## src/rtl/seg_scan_ctrl.sv

```systemverilog
// Scan controller for NUM_DIGITS common-anode digits sharing one registered BCD->7-seg decoder.
// Optional feature: define LEADING_ZERO_BLANK_EN to darken leading-zero digits (digit 0 always lit).
module seg_scan_ctrl #(
  parameter int NUM_DIGITS  = 4,
  parameter int REFRESH_DIV = 50000,
  parameter int IDX_W       = 3
) (
  input  logic                      clk,
  input  logic                      rst,
  input  logic                      enable,
  input  logic                      load,
  input  logic [4*NUM_DIGITS-1:0]   digits_in,
  output logic                      load_ack,
  output logic [3:0]                bcd_out,
  output logic [NUM_DIGITS-1:0]     an_out,
  output logic [IDX_W-1:0]          digit_idx,
  output logic                      frame_start
);

  localparam int PW = (REFRESH_DIV > 1) ? $clog2(REFRESH_DIV) : 1;
  localparam int FW = 4 * NUM_DIGITS;

  typedef enum logic [1:0] {
    S_IDLE  = 2'd0,
    S_BLANK = 2'd1,
    S_DRIVE = 2'd2
  } state_t;

  state_t          state;
  logic [PW-1:0]   presc;
  logic [FW-1:0]   active;
  logic [FW-1:0]   pending;
  logic            pending_valid;

  // Load handshake: load is a one-cycle strobe with no ready; the last strobe before a
  // frame boundary wins, and load_ack pulses once in the cycle pending becomes active.
  logic            tick;
  logic            blank_done;
  logic            last_digit;
  logic            wrap;
  logic            promote;
  logic            lit_now;
  logic [IDX_W-1:0] next_idx;
  logic [FW-1:0]   active_next;

  function automatic logic [3:0] nibble_at(input logic [FW-1:0] frame,
                                           input logic [IDX_W-1:0] idx);
    logic [3:0] nib;
    nib = 4'd0;
    for (int i = 0; i < NUM_DIGITS; i++) begin
      if (IDX_W'(i) == idx) nib = frame[4*i +: 4];
    end
    return nib;
  endfunction

  function automatic logic [NUM_DIGITS-1:0] onehot_low(input logic [IDX_W-1:0] idx);
    logic [NUM_DIGITS-1:0] an;
    an = '1;
    for (int i = 0; i < NUM_DIGITS; i++) begin
      if (IDX_W'(i) == idx) an[i] = 1'b0;
    end
    return an;
  endfunction

`ifdef LEADING_ZERO_BLANK_EN
  // A digit is lit if it is digit 0 or any nibble at or above it is non-zero.
  function automatic logic lz_lit(input logic [FW-1:0] frame,
                                  input logic [IDX_W-1:0] idx);
    logic any_nz;
    any_nz = (idx == '0);
    for (int i = 0; i < NUM_DIGITS; i++) begin
      if ((IDX_W'(i) >= idx) && (frame[4*i +: 4] != 4'd0)) any_nz = 1'b1;
    end
    return any_nz;
  endfunction

  assign lit_now = lz_lit(active, digit_idx);
`else
  assign lit_now = 1'b1;
`endif

  // The prescaler spans the whole slot, so its first two counts are the blank window.
  assign tick        = (presc == PW'(REFRESH_DIV - 1));
  assign blank_done  = (presc == PW'(1));
  assign last_digit  = (digit_idx == IDX_W'(NUM_DIGITS - 1));
  assign next_idx    = last_digit ? '0 : digit_idx + IDX_W'(1);
  assign wrap        = (state == S_DRIVE) && enable && tick && last_digit;
  assign promote     = pending_valid && ((state == S_IDLE) || wrap);
  assign active_next = promote ? pending : active;

  always_ff @(posedge clk) begin
    if (rst) begin
      state         <= S_IDLE;
      presc         <= '0;
      active        <= '0;
      pending       <= '0;
      pending_valid <= 1'b0;
      load_ack      <= 1'b0;
      frame_start   <= 1'b0;
      bcd_out       <= 4'd0;
      an_out        <= '1;
      digit_idx     <= '0;
    end else begin
      load_ack    <= 1'b0;
      frame_start <= 1'b0;

      if (promote) begin
        active        <= pending;
        pending_valid <= 1'b0;
        load_ack      <= 1'b1;
      end
      // Placed after promotion so a coincident load survives as the new pending frame.
      if (load) begin
        pending       <= digits_in;
        pending_valid <= 1'b1;
      end

      case (state)
        S_IDLE: begin
          presc     <= '0;
          an_out    <= '1;
          digit_idx <= '0;
          if (enable) begin
            state   <= S_BLANK;
            bcd_out <= nibble_at(active_next, '0);
          end
        end

        S_BLANK: begin
          if (!enable) begin
            state     <= S_IDLE;
            presc     <= '0;
            an_out    <= '1;
            digit_idx <= '0;
          end else begin
            presc <= tick ? '0 : presc + PW'(1);
            if (blank_done) begin
              state  <= S_DRIVE;
              an_out <= lit_now ? onehot_low(digit_idx) : '1;
            end
          end
        end

        S_DRIVE: begin
          if (!enable) begin
            state     <= S_IDLE;
            presc     <= '0;
            an_out    <= '1;
            digit_idx <= '0;
          end else begin
            presc <= tick ? '0 : presc + PW'(1);
            if (tick) begin
              state       <= S_BLANK;
              an_out      <= '1;
              digit_idx   <= next_idx;
              bcd_out     <= nibble_at(active_next, next_idx);
              frame_start <= last_digit;
            end
          end
        end

        default: begin
          state     <= S_IDLE;
          presc     <= '0;
          an_out    <= '1;
          digit_idx <= '0;
        end
      endcase
    end
  end

endmodule

```

## config.mk

```make
export PLATFORM = sky130hd
export DESIGN_NAME = seg_scan_ctrl
export DESIGN_NICKNAME = d
export VERILOG_FILES = /design/src/rtl/seg_scan_ctrl.sv
export SDC_FILE = /design/constraint.sdc
export NUM_CORES = 1
export LEC_CHECK = 0
export ABC_AREA = 1
export CELL_PAD_IN_SITES_DETAIL_PLACEMENT = 1
export CELL_PAD_IN_SITES_GLOBAL_PLACEMENT = 2
export CORE_ASPECT_RATIO = 0.8
export CORE_MARGIN = 2
export CORE_UTILIZATION = 32
export DETAILED_ROUTE_END_ITERATION = 12
export DONT_BUFFER_PORTS = 1
export PLACE_DENSITY_LB_ADDON = 0.25
export SLEW_MARGIN = 20
export SYNTH_ARGS = -nofsm -noshare
export SYNTH_HDL_FRONTEND = slang
export SYNTH_SLANG_ARGS = --single-unit
```

## constraint.sdc

```tcl
create_clock -name clk -period 1.79 [get_ports clk]
set_input_delay 0.179 -clock clk [delete_from_list [all_inputs] [get_ports clk]]
set_output_delay 0.179 -clock clk [all_outputs]
set_load 0.05 [all_outputs]
```

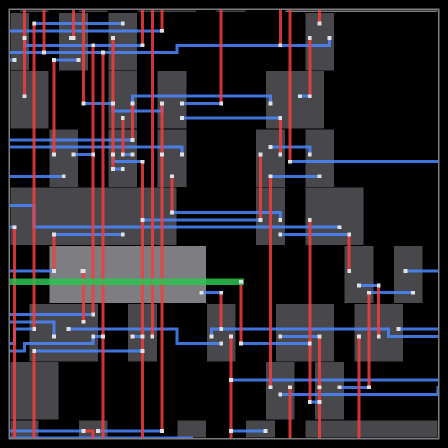
run_1/zoom.png
Region (75, 59) to (95, 79) um. Cells in gray, sequential cells in the stronger gray; small squares are vias.
blue -> met1
red -> met2
green -> met3
most frequent = nand2_1 (11), buf_4 (4), inv_2 (3)
sequential cells in the window = 1
cells with their middle in the window = 26
netlist names of flops here include = bcd_out (1)

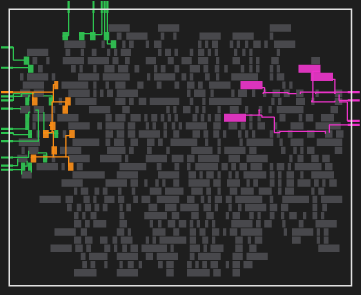
run_1/port_nets.png
(3 px per um)
green -> digits_in  # bits 16, direction input, edge 11 left, 5 top, end cells 16, wire 170 um
magenta -> bcd_out  # bits 4, direction output, edge right, end cells 4, wire 125 um
orange -> load  # bits 1, direction input, edge left, end cells 10, wire 80.4 um

==> impl_metrics.env, run 1 <==
# physical design summary
export IMPL_port_buffers=0
export IMPL_dp_slack_ns=-0.1478
export IMPL_power_leader="clock"
export IMPL_chipHeight_um=91.67
export IMPL_setup_viol=4
export IMPL_hold_viol=30
export IMPL_comb_area_mm2=0.001763
export IMPL_place_congestion=0.8022
export IMPL_drive_gt1_share_pct=33.33
export IMPL_ioPinCount=33
export IMPL_diodes=0
export IMPL_crit_arrival_ns=2.08
export IMPL_status="finished with violations"
export IMPL_area_delta_synth_final_pct=44.24
export IMPL_p_clk_share_pct=41.3
export IMPL_finalHoldWorstSlack_ns=-0.08316
export IMPL_initCoreUtil_pct=33.44
export IMPL_cts_repair_resized=39
export IMPL_synthArstFlopShare_pct=0
export IMPL_grt_use_met1_pct=25.79
export IMPL_max_freq_mhz=539.2
export IMPL_worst_ir_drop_vdd_uv=592.8
export IMPL_hold_buffers=7
export IMPL_violations="hold timing, setup timing"
export IMPL_worst_slack_ns=-0.06461
export IMPL_yosysTopAreaCell="dfxtp_1"
export IMPL_pg_comb_w=0.00102
export IMPL_synth_nets=461
export IMPL_dominantRegCellSynth="dfxtp_1"
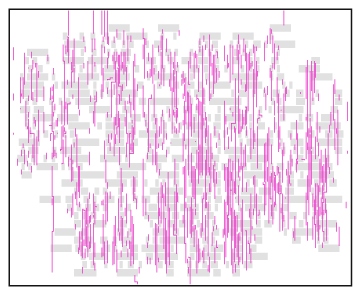
run_1/met2.png
(3 px per um)
share of all routed wire = 45%
main direction = vertical
nets with wire on the layer = 448
longest straight run = 43.2 um

==> run 1: state kept, by name (all words and copies together), names as in the netlist <==
| name | flops |
|---|---|
| active | 16 |
| pending_valid | 1 |
| pending | 16 |
| presc | 16 |
| digit_idx | 3 |
| load_ack | 1 |
| an_out | 4 |
| bcd_out | 4 |
| state | 2 |
| frame_start | 1 |
==> run 1: final cells by class <==
type	instances	share of cell area, %
clock buffer	11	5.248
clock inverter	5	1.806
inverter	70	5.954
multi-input combinational	284	39.76
sequential	64	29.32
tap	115	3.245
timing repair buffer	79	14.67
--- run 2 (diff from run 1) ---
--- a/config.mk
+++ b/config.mk
@@ -8,11 +8,10 @@
 export ABC_AREA = 1
 export CELL_PAD_IN_SITES_DETAIL_PLACEMENT = 1
 export CELL_PAD_IN_SITES_GLOBAL_PLACEMENT = 2
-export CORE_ASPECT_RATIO = 0.8
+export CORE_ASPECT_RATIO = 0.7
 export CORE_MARGIN = 2
-export CORE_UTILIZATION = 32
+export CORE_UTILIZATION = 29
 export DETAILED_ROUTE_END_ITERATION = 12
-export DONT_BUFFER_PORTS = 1
 export PLACE_DENSITY_LB_ADDON = 0.25
 export SLEW_MARGIN = 20
 export SYNTH_ARGS = -nofsm -noshare
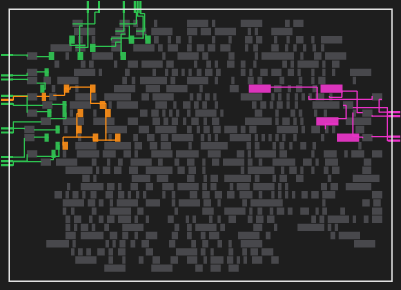
run_2/port_nets.png
(3 px per um)
orange -> load  # bits 1, direction input, edge left, end cells 10, wire 79.7 um
green -> digits_in  # bits 16, direction input, edge 10 left, 6 top, end cells 16, wire 272 um
magenta -> bcd_out  # bits 4, direction output, edge right, end cells 4, wire 133 um

==> run 2 against run 1 <==
Compared with the run above:
- the run ends with setup timing left
- count of clock-buffer cells in the layout unchanged
- highest routed layer unchanged
- total power increased by 2.8%
- die area increased by 10%
==> impl_metrics.env, run 2 <==
# physical design summary
export IMPL_status="finished with violations"
export IMPL_violations="setup timing"
export IMPL_setup_viol=3
export IMPL_dominant_cells="multi-input combinational cells"
export IMPL_coreArea_mm2=0.01032
export IMPL_cts_repair_resized=19
export IMPL_comb_share_pct=36.53
export IMPL_power_leader="clock"
export IMPL_initCoreUtil_pct=29.80
export IMPL_comb_cells=283
export IMPL_hold_viol=0
export IMPL_place_congestion=0.7737
export IMPL_num_nonclk_buffers=101
export IMPL_clockBufferCount=11
export IMPL_synthArstFlopShare_pct=0
export IMPL_ioPinCount=33
export IMPL_p_clk_share_pct=41.6
export IMPL_comb_area_mm2=0.001672
export IMPL_worst_slack_ns=-0.03599
export IMPL_max_freq_mhz=547.6
export IMPL_drive_gt1_share_pct=28.84
export IMPL_dp_slack_ns=-0.2893
export IMPL_area_delta_synth_final_pct=48.84
export IMPL_top_regs="active x16, pending x16, presc x16"
export IMPL_yosysTopAreaCell="dfxtp_1"
export IMPL_seq_cells=64
export IMPL_pg_comb_w=0.00113
export IMPL_dominantRegCellSynth="dfxtp_1"
export IMPL_chipHeight_um=90.14
export IMPL_port_buffers=32
export IMPL_diodes=0
export IMPL_finalHoldWorstSlack_ns=0.4413
## run 2: netlist changes by cell type in the layout (fill, tap and decap cells not counted), moves of 2 or more
| cell | before | now |
|---|---|---|
| nand2_1 | 61 | 65 |
| clkbuf_1 | 2 | 0 |
| dlygate4sd3_1 | 7 | 0 |
| nand3_4 | 5 | 1 |
| nand2_2 | 20 | 16 |
| dfxtp_2 | 6 | 4 |
| o21ai_1 | 5 | 7 |
| o21ai_2 | 2 | 0 |
| nand3_1 | 19 | 26 |
| clkbuf_8 | 0 | 2 |
| clkdlybuf4s50_1 | 0 | 30 |
| nand3_2 | 13 | 10 |
| dfxtp_1 | 55 | 58 |
No activity file was given, so power comes from the tool's default toggle rates.
